### src/rtl/key_conditioner.sv
// Push-button conditioner: two-flop synchroniser, polarity normalisation, per-key
// debounce, and one-cycle press / release / long-hold strobes for the game logic.
module key_conditioner #(
    parameter int KEYS_W          = 4,
    parameter bit KEYS_ACTIVE_LOW = 1'b1,
    parameter int DEBOUNCE_CYCLES = 500000,
    parameter int HOLD_CYCLES     = 50000000
) (
    input  logic              clk_i,
    input  logic              rst_i,
    input  logic [KEYS_W-1:0] keys_raw_i,
    output logic [KEYS_W-1:0] keys_o,
    output logic [KEYS_W-1:0] press_o,
    output logic [KEYS_W-1:0] release_o,
    output logic [KEYS_W-1:0] hold_o
);

    localparam int                DB_W     = $clog2(DEBOUNCE_CYCLES + 1);
    localparam logic [DB_W-1:0]   DB_LAST  = DB_W'(DEBOUNCE_CYCLES - 1);
    localparam logic [KEYS_W-1:0] IDLE_RAW = {KEYS_W{KEYS_ACTIVE_LOW}};

    logic [KEYS_W-1:0] sync1;
    logic [KEYS_W-1:0] sync2;
    logic [KEYS_W-1:0] norm;
    logic [DB_W-1:0]   db_cnt [KEYS_W];

    // Reset the synchroniser to the idle pin level so no phantom press follows reset.
    always_ff @(posedge clk_i) begin
        if (rst_i) begin
            sync1 <= IDLE_RAW;
            sync2 <= IDLE_RAW;
        end else begin
            sync1 <= keys_raw_i;
            sync2 <= sync1;
        end
    end

    assign norm = sync2 ^ IDLE_RAW;

    always_ff @(posedge clk_i) begin
        if (rst_i) begin
            keys_o    <= '0;
            press_o   <= '0;
            release_o <= '0;
            for (int i = 0; i < KEYS_W; i++) begin
                db_cnt[i] <= '0;
            end
        end else begin
            press_o   <= '0;
            release_o <= '0;
            for (int i = 0; i < KEYS_W; i++) begin
                if (norm[i] == keys_o[i]) begin
                    db_cnt[i] <= '0;
                end else if (db_cnt[i] == DB_LAST) begin
                    keys_o[i]    <= norm[i];
                    press_o[i]   <= norm[i];
                    release_o[i] <= ~norm[i];
                    db_cnt[i]    <= '0;
                end else begin
                    db_cnt[i] <= db_cnt[i] + DB_W'(1);
                end
            end
        end
    end

    generate
        if (HOLD_CYCLES > 0) begin : g_hold
            localparam int              HC_W    = $clog2(HOLD_CYCLES + 1);
            localparam logic [HC_W-1:0] HC_LAST = HC_W'(HOLD_CYCLES - 1);

            logic [HC_W-1:0]   hold_cnt [KEYS_W];
            logic [KEYS_W-1:0] fired;

            // The counter freezes once fired so a single press yields one hold pulse.
            always_ff @(posedge clk_i) begin
                if (rst_i) begin
                    hold_o <= '0;
                    fired  <= '0;
                    for (int i = 0; i < KEYS_W; i++) begin
                        hold_cnt[i] <= '0;
                    end
                end else begin
                    hold_o <= '0;
                    for (int i = 0; i < KEYS_W; i++) begin
                        if (!keys_o[i]) begin
                            hold_cnt[i] <= '0;
                            fired[i]    <= 1'b0;
                        end else if (!fired[i]) begin
                            if (hold_cnt[i] == HC_LAST) begin
                                hold_o[i] <= 1'b1;
                                fired[i]  <= 1'b1;
                            end else begin
                                hold_cnt[i] <= hold_cnt[i] + HC_W'(1);
                            end
                        end
                    end
                end
            end
        end else begin : g_no_hold
            assign hold_o = '0;
        end
    endgenerate

endmodule

### config.mk
export PLATFORM = sky130hd
export DESIGN_NAME = key_conditioner
export DESIGN_NICKNAME = d
export VERILOG_FILES = /design/src/rtl/key_conditioner.sv
export SDC_FILE = /design/constraint.sdc
export NUM_CORES = 1
export LEC_CHECK = 0
export ABC_CLOCK_PERIOD_IN_PS = 4000
export CORE_MARGIN = 1
export CORE_UTILIZATION = 55
export CTS_BUF_LIST = sky130_fd_sc_hd__clkbuf_4
export CTS_CLUSTER_SIZE = 24
export DETAILED_ROUTE_END_ITERATION = 10
export PLACE_DENSITY = 0.71
export SETUP_SLACK_MARGIN = 0.1
export SYNTH_ARGS = -nofsm -noshare
export SYNTH_HDL_FRONTEND = slang
export SYNTH_SLANG_ARGS = --single-unit
### constraint.sdc
create_clock -name clk_i -period 4 [get_ports clk_i]
set_input_delay 0.8 -clock clk_i [delete_from_list [all_inputs] [get_ports clk_i]]
set_output_delay 0.8 -clock clk_i [all_outputs]
set_load 0.005 [all_outputs]
**Signal wires on met1**

Scale bar: 50 um. Supply wires on this layer in gray.
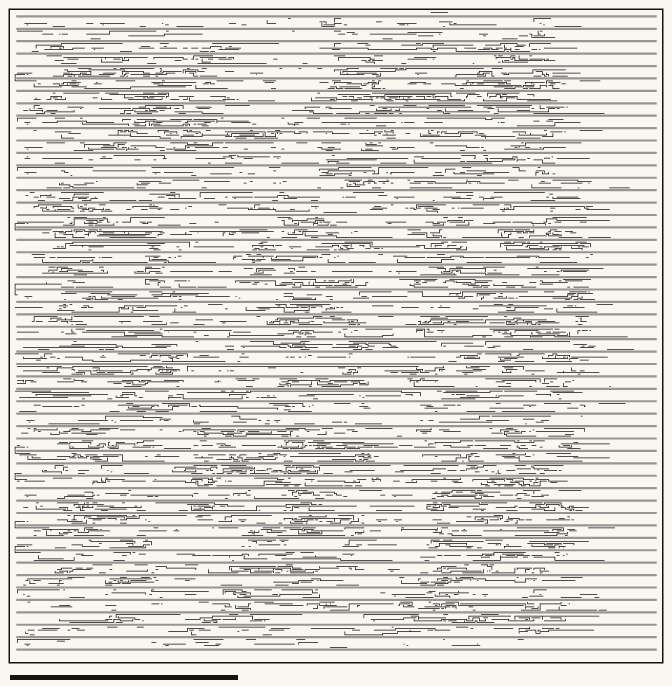
- share of all routed wire: 48%
- main direction: horizontal

**Metal 2**

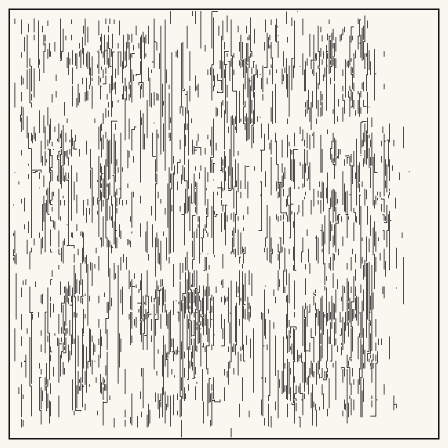
- longest straight run: 50.3 um
- nets with wire on the layer: 966
- wire length on this layer: 9130 um
- main direction: vertical
met2 Usage GRT: 0.314
Routed Wire Length: 19900 um
via count: 8052

**M3 wires**

Scale bar: 50 um.
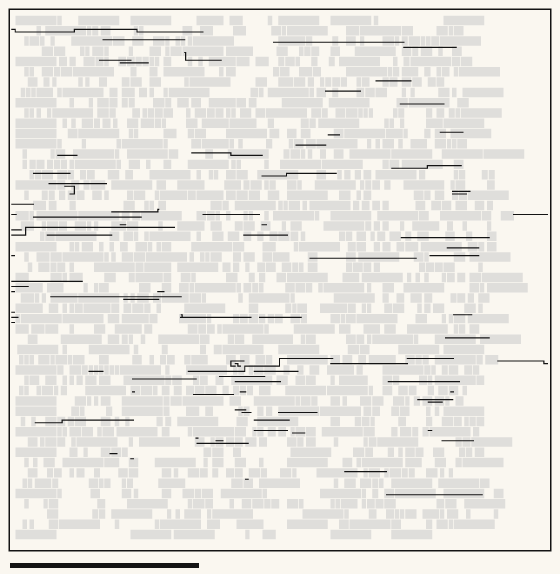
- longest straight run: 39.3 um
- share of all routed wire: 4.8%

**M4 wires**

Supply wires on this layer in gray.
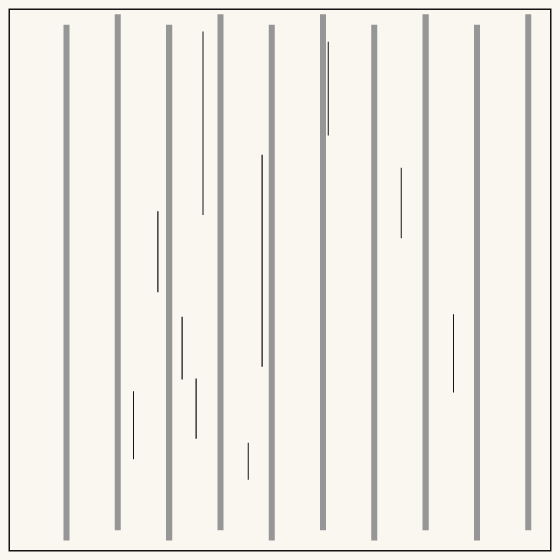
- share of all routed wire: 1.2%
- wire length on this layer: 248 um
- longest straight run: 55.8 um
- nets with wire on the layer: 6
- main direction: vertical

==> qor.txt <==
XOR/XNOR Area Share -> 0.0851
GRT busiest layer -> met2
cells after synthesis -> 1038
Net Sw Power -> 0.928 mW
clk sink count -> 208
Clock Network Area Fraction -> 0.0560
drt pass-1 iters -> 5
Max-area cell share -> 0.495
most frequent logic cell in the layout -> edfxtp_1
FF-to-FF setup slack -> 1.30 ns
most frequent cells in the layout -> edfxtp_1, nor2_1, clkbuf_4
multi-input gates -> 833
diode count -> 0
Clock transition at path regs -> 0.06 ns
outcome -> complete, no violations
gpl congestion -> 0.797
Worst VDD drop -> 0.218 mV
RSZ-0062 raised after global routing -> false
P_clk -> 1.80 mW
Fin. Hold Viols -> 0
dominant kind of combinational cell -> simple AND/OR/NAND/NOR gates
capturing point of the worst reg2reg path -> g_hold.hold_cnt[2][6]
# IOs -> 22
Worst Path Max Fanout -> 26
buffering overhead -> 0.0213
Worst Tran Pin Value -> 1.10 ns
number of H-tree levels -> 2
Die Wd -> 143 um
most numerous cell in the Yosys netlist -> edfxtp_1
sequential logic power -> 2.41 mW
# hold bufs at CTS -> 0
Synth cell types -> 51
Yosys chip area -> 0.0109 mm^2
worst hold path class -> reg -> reg
vias in the first global route -> 7388
Gates resized, CTS repair -> 0
Mapped Area -> 0.0109 mm^2
Fillers -> 1645
post-synth top area cell -> edfxtp_1
met1 Track Usage GR -> 0.283
sequential cell area share -> 0.484
clk buf depth -> 3
post-route core utilization -> 0.633
main flop type -> edfxtp_1
Max power group -> sequential cells
Seq pwr share -> 0.562
setup ws final -> 1.30 ns
leakage -> 4.03 nW
Worst Setup End Kind -> flip-flop
Gate power share -> 0.018
number of enable flip-flop cells -> 180
Setup WS pre-CTS -> 0.989 ns
Hold Startpoint -> sync1[3]
Comb/total area -> 0.402
worst path required time -> 4.34 ns
Core Region -> 0.0195 mm^2
Clk pwr share -> 0.420
reg2reg start -> g_hold.hold_cnt[2][0]
Internal Pwr Total -> 3.36 mW
grt ovf -> 0
post-route minimum period -> 2.70 ns
CTS root buf -> clkbuf_4
Setup Skew -> 0.0472 ns
Final period util -> 0.674
Post-DP Area -> 0.0116 mm^2
multiplexer area fraction after synthesis -> 0
met3 usage -> 0.0483
hold path cells -> 1
post-route cell area -> 0.0123 mm^2
critical path class -> reg -> reg
Critical Path Sink -> g_hold.hold_cnt[2][6]
Gate Area -> 0.00495 mm^2
Post-synth top cells -> edfxtp_1, nor2_1, a21oi_1
Worst Hold Path EP -> sync2[3]
Compound Share, Synth -> 0.0822
CTS tree -> yes
Post-synth regs -> 208
-- registers in the layout (all words and copies together) (netlist names) --
register and flops:
sync1 4, press_o 4, sync2 4, hold_o 4
keys_o 4, db_cnt 76, g_hold.fired 4, release_o 4
g_hold.hold_cnt 104
-- critical path, delay by kind of cell, from the launching register on --
| family | cells | cell delay [ns] |
|---|---|---|
| and+or+nand+nor | 3 | 0.86 |
| DFF | 1 | 0.42 |
| AOI/OAI and AO/OA | 1 | 0.88 |
| adders and majority gates | 1 | 0.25 |
-- per-stage QoR --
stage / cells / total power, mW
floorplan: 1113 / 2.51
global placement: 1365 / 2.53
detailed placement: 1365 / 2.53
CTS: 1464 / 4.36
global route: 1464 / 4.49
finish: 1464 / 4.29
No activity file was given, so power comes from the tool's default toggle rates.
